==> src/rtl/router_pkt_tx.sv <==
// router_pkt_tx: source end of the router byte protocol.
// Sends {len,dest} header, payload bytes from a host-loaded buffer, then an
// XOR parity byte, holding the current byte while the router asserts busy.
module router_pkt_tx #(
  parameter int DEPTH = 64,
  parameter int DW    = 8
) (
  input  logic          clock,
  input  logic          resetn,
  input  logic          wr_en,
  input  logic [5:0]    wr_addr,
  input  logic [DW-1:0] wr_data,
  input  logic          start,
  input  logic [1:0]    dest_addr,
  input  logic [5:0]    pld_len,
  input  logic          corrupt_parity,
  input  logic          busy,
  output logic          pkt_valid,
  output logic [DW-1:0] data_out,
  output logic          tx_busy,
  output logic          tx_done,
  output logic          start_err
);

  typedef enum logic [1:0] {IDLE, HDR, PLD, PAR} state_t;

  state_t        state;
  logic [DW-1:0] pld_buf [DEPTH];
  logic [5:0]    len_q;
  logic [5:0]    cnt;
  logic          corrupt_q;
  logic [DW-1:0] parity;

  // Payload buffer: host writes only land while no packet is in flight.
  always_ff @(posedge clock) begin
    if (wr_en && !tx_busy)
      pld_buf[wr_addr] <= wr_data;
  end

  // Transmit FSM; every output is registered here.
  always_ff @(posedge clock) begin
    if (!resetn) begin
      state     <= IDLE;
      pkt_valid <= 1'b0;
      data_out  <= '0;
      tx_busy   <= 1'b0;
      tx_done   <= 1'b0;
      start_err <= 1'b0;
      parity    <= '0;
      cnt       <= '0;
      len_q     <= '0;
      corrupt_q <= 1'b0;
    end else begin
      tx_done   <= 1'b0;
      start_err <= 1'b0;
      case (state)
        IDLE: begin
          if (start) begin
            if (pld_len == 6'd0 || dest_addr == 2'b11) begin
              start_err <= 1'b1;
            end else begin
              len_q     <= pld_len;
              corrupt_q <= corrupt_parity;
              state     <= HDR;
              data_out  <= {pld_len, dest_addr};
              parity    <= {pld_len, dest_addr};
              pkt_valid <= 1'b1;
              tx_busy   <= 1'b1;
              cnt       <= '0;
            end
          end
        end
        HDR: begin
          if (!busy) begin
            state    <= PLD;
            data_out <= pld_buf[0];
            cnt      <= 6'd1;
          end
        end
        PLD: begin
          // cnt counts payload bytes already placed on the bus.
          if (!busy) begin
            parity <= parity ^ data_out;
            if (cnt < len_q) begin
              data_out <= pld_buf[cnt];
              cnt      <= cnt + 6'd1;
            end else begin
              state     <= PAR;
              pkt_valid <= 1'b0;
              data_out  <= parity ^ data_out ^ {{(DW-1){1'b0}}, corrupt_q};
            end
          end
        end
        PAR: begin
          if (!busy) begin
            state    <= IDLE;
            tx_done  <= 1'b1;
            tx_busy  <= 1'b0;
            data_out <= '0;
          end
        end
        default: state <= IDLE;
      endcase
    end
  end

endmodule
==> config.mk <==
export PLATFORM = sky130hd
export DESIGN_NAME = router_pkt_tx
export DESIGN_NICKNAME = d
export VERILOG_FILES = /design/src/rtl/router_pkt_tx.sv
export SDC_FILE = /design/constraint.sdc
export NUM_CORES = 1
export LEC_CHECK = 0
export ABC_AREA = 1
export CORE_MARGIN = 4
export CORE_UTILIZATION = 30
export CTS_CLUSTER_DIAMETER = 40
export CTS_CLUSTER_SIZE = 8
export DETAILED_ROUTE_END_ITERATION = 8
export PLACE_DENSITY_LB_ADDON = 0.25
export SETUP_SLACK_MARGIN = 0.1
export SYNTH_ARGS = -nofsm -noshare
export SYNTH_HDL_FRONTEND = slang
export SYNTH_SLANG_ARGS = --single-unit
==> constraint.sdc <==
create_clock -name clock -period 5.34 [get_ports clock]
set_input_delay 1.335 -clock clock [delete_from_list [all_inputs] [get_ports clock]]
set_output_delay 1.335 -clock clock [all_outputs]
set_load 0.005 [all_outputs]
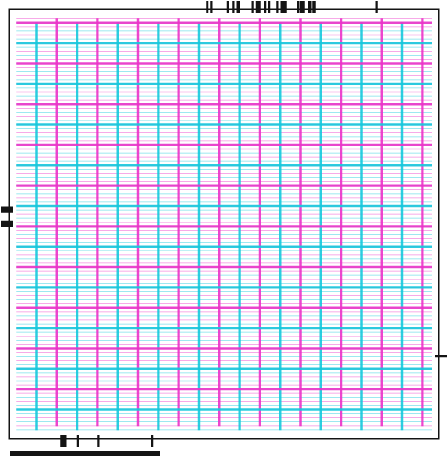
(run_1/floorplan.png)
The bar under the picture is 100 um long. Pins as bars on the die edge.
[magenta] VDD
[cyan] VSS
signal pins: 40
rows: 101
met1 rails: 102
met4 straps: 20

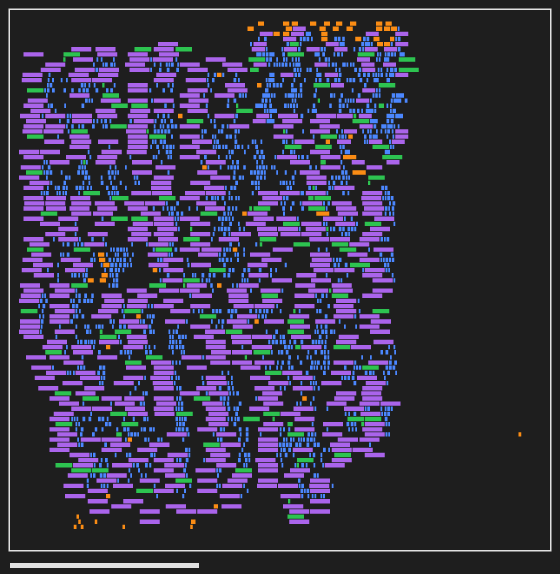
(run_1/class_map.png)
The bar under the picture is 100 um long.
[purple] sequential cells | cells: 553
[green] clock drivers and dummy loads | cells: 124
[blue] remaining logic cells | cells: 1424
[orange] remaining buffers and delay cells | cells: 61
final instance area: 26800 um^2
Final Util: 35.11%

==> qor.txt, run 1 <==
Sequential Power Share: 38.2%
WL final: 64.89 mm
logic gate share of total power: 24.1%
flop count: 553
wire length on met3: 3.677 mm
number of flip-flops in the largest register: 512
Slowest-stage cell, CP: nor2_1
crit share post-route: 61.64%
chip area: 81790 um^2
worst path arrival time: 3.53 ns
Worst Path Required: 5.58 ns
Worst Setup EP: pld_buf[13][1]
RR Endpoint: data_out[0]
sequential share of cell area: 60.46%
Post-synth regs: 553
Placed Cells: 3068
count leader, synth: nand2_1
Sw Ratio: 32.18%
vias in the first global route: 15570
status: complete, no violations
Hold Path Depth: 2
top cells by count: nand2_1, edfxtp_1, nand3_1, nor2_1, a21oi_1
cts hold-fix bufs: 0
Vias: 15620
CTS root buffer: clkbuf_16
final hold vios: 0
share of layout cells above drive strength 1: 7.123%
Peak VDD IR: 333.8 uV
max-capacitance violation count: 0
Core Area: 76330 um^2
CP startpoint: wr_en
multiplexer share of the synthesized area: 0%
grt met1 use: 20.49%
post-placement cell area: 24280 um^2
Synth-to-Final Area Change: 15.60%
grt met3 use: 2.494%
Non-CTS buffers: 61
Resized cells post-CTS: 0
combinational gate power: 3.19 mW
WP buf/inv: 2
Yosys Instances: 2095
Synth Warn #: 0
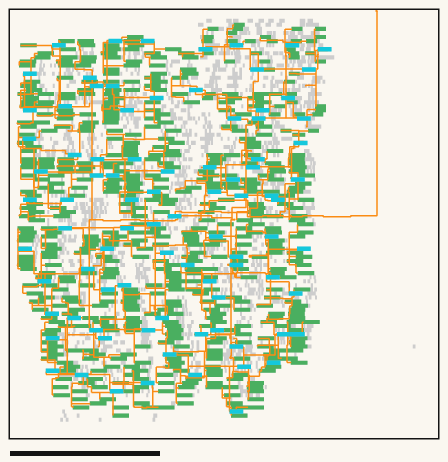
(run_1/clock_wires.png)
The bar under the picture is 100 um long.
[orange] clock wires | length: 7270 um
[cyan] clock-net drivers | count: 87
[green] flip-flops | count: 553
routed clock nets: 88
clk pwr: 4.99 mW
power share of the clock group: 37.6%
clk_skew: 0.02001 ns
clk latency late pin: 0.61 ns

## Run 2: what changed since run 1
==> constraint.sdc (replaced) <==
create_clock -name clock -period 2.8 [get_ports clock]
set_input_delay 0.7 -clock clock [delete_from_list [all_inputs] [get_ports clock]]
set_output_delay 0.7 -clock clock [all_outputs]
set_load 0.005 [all_outputs]
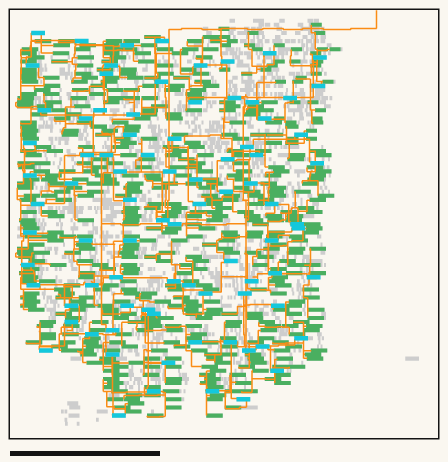
(run_2/clock_wires.png)
The bar under the picture is 100 um long.
[green] flip-flops | count: 553
[orange] clock wires | length: 7320 um
[cyan] clock-net drivers | count: 85
routed clock nets: 86

==> run 2 against run 1 <==
Global-route usage is 0.13 points higher. First-iteration DRC count grew 8.3%. Clock power grew 84%. Synthesized area stayed put. Synthesized cell count is the same. Worst setup slack lost 1.8 ns. Critical path type is now flip-flop to flip-flop. Largest power group unchanged.
==> qor.txt, run 2 <==
status: complete, no violations
WP buf/inv: 2
post-placement cell area: 25390 um^2
number of flip-flops in the largest register: 512
max-capacitance violation count: 0
clk_skew: 0.02011 ns
Sequential Power Share: 37.4%
clk pwr: 9.18 mW
Hold Path Depth: 2
Slowest-stage cell, CP: dfxtp_4
top cells by count: nand2_1, edfxtp_1, nand3_1, nor2_1, a21oi_1
Non-CTS buffers: 165
clk latency late pin: 0.62 ns
vias in the first global route: 15920
cts hold-fix bufs: 0
wire length on met3: 3.264 mm
logic gate share of total power: 26.4%
multiplexer share of the synthesized area: 0%
Sw Ratio: 32.64%
sequential share of cell area: 58.30%
Post-synth regs: 553
flop count: 553
combinational gate power: 6.67 mW
Synth Warn #: 0
Yosys Instances: 2095
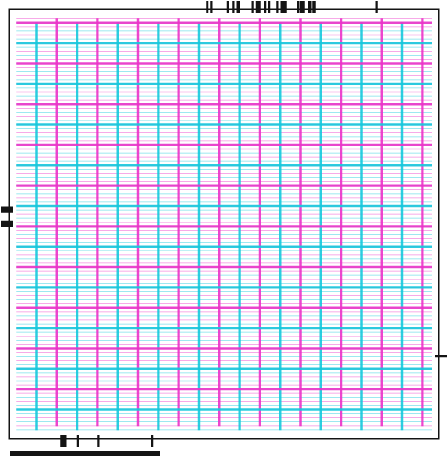
(run_2/floorplan.png)
The bar under the picture is 100 um long. Pins as bars on the die edge.
[cyan] VSS
[magenta] VDD
signal pins: 40
met4 straps: 20
met5 straps: 20
Core Area: 76330 um^2
Die Width: 286.0 um
Peak VDD IR: 451.3 uV
Die Y: 286.0 um

Power figures rest on the tool's default switching activity, not on a simulated workload.
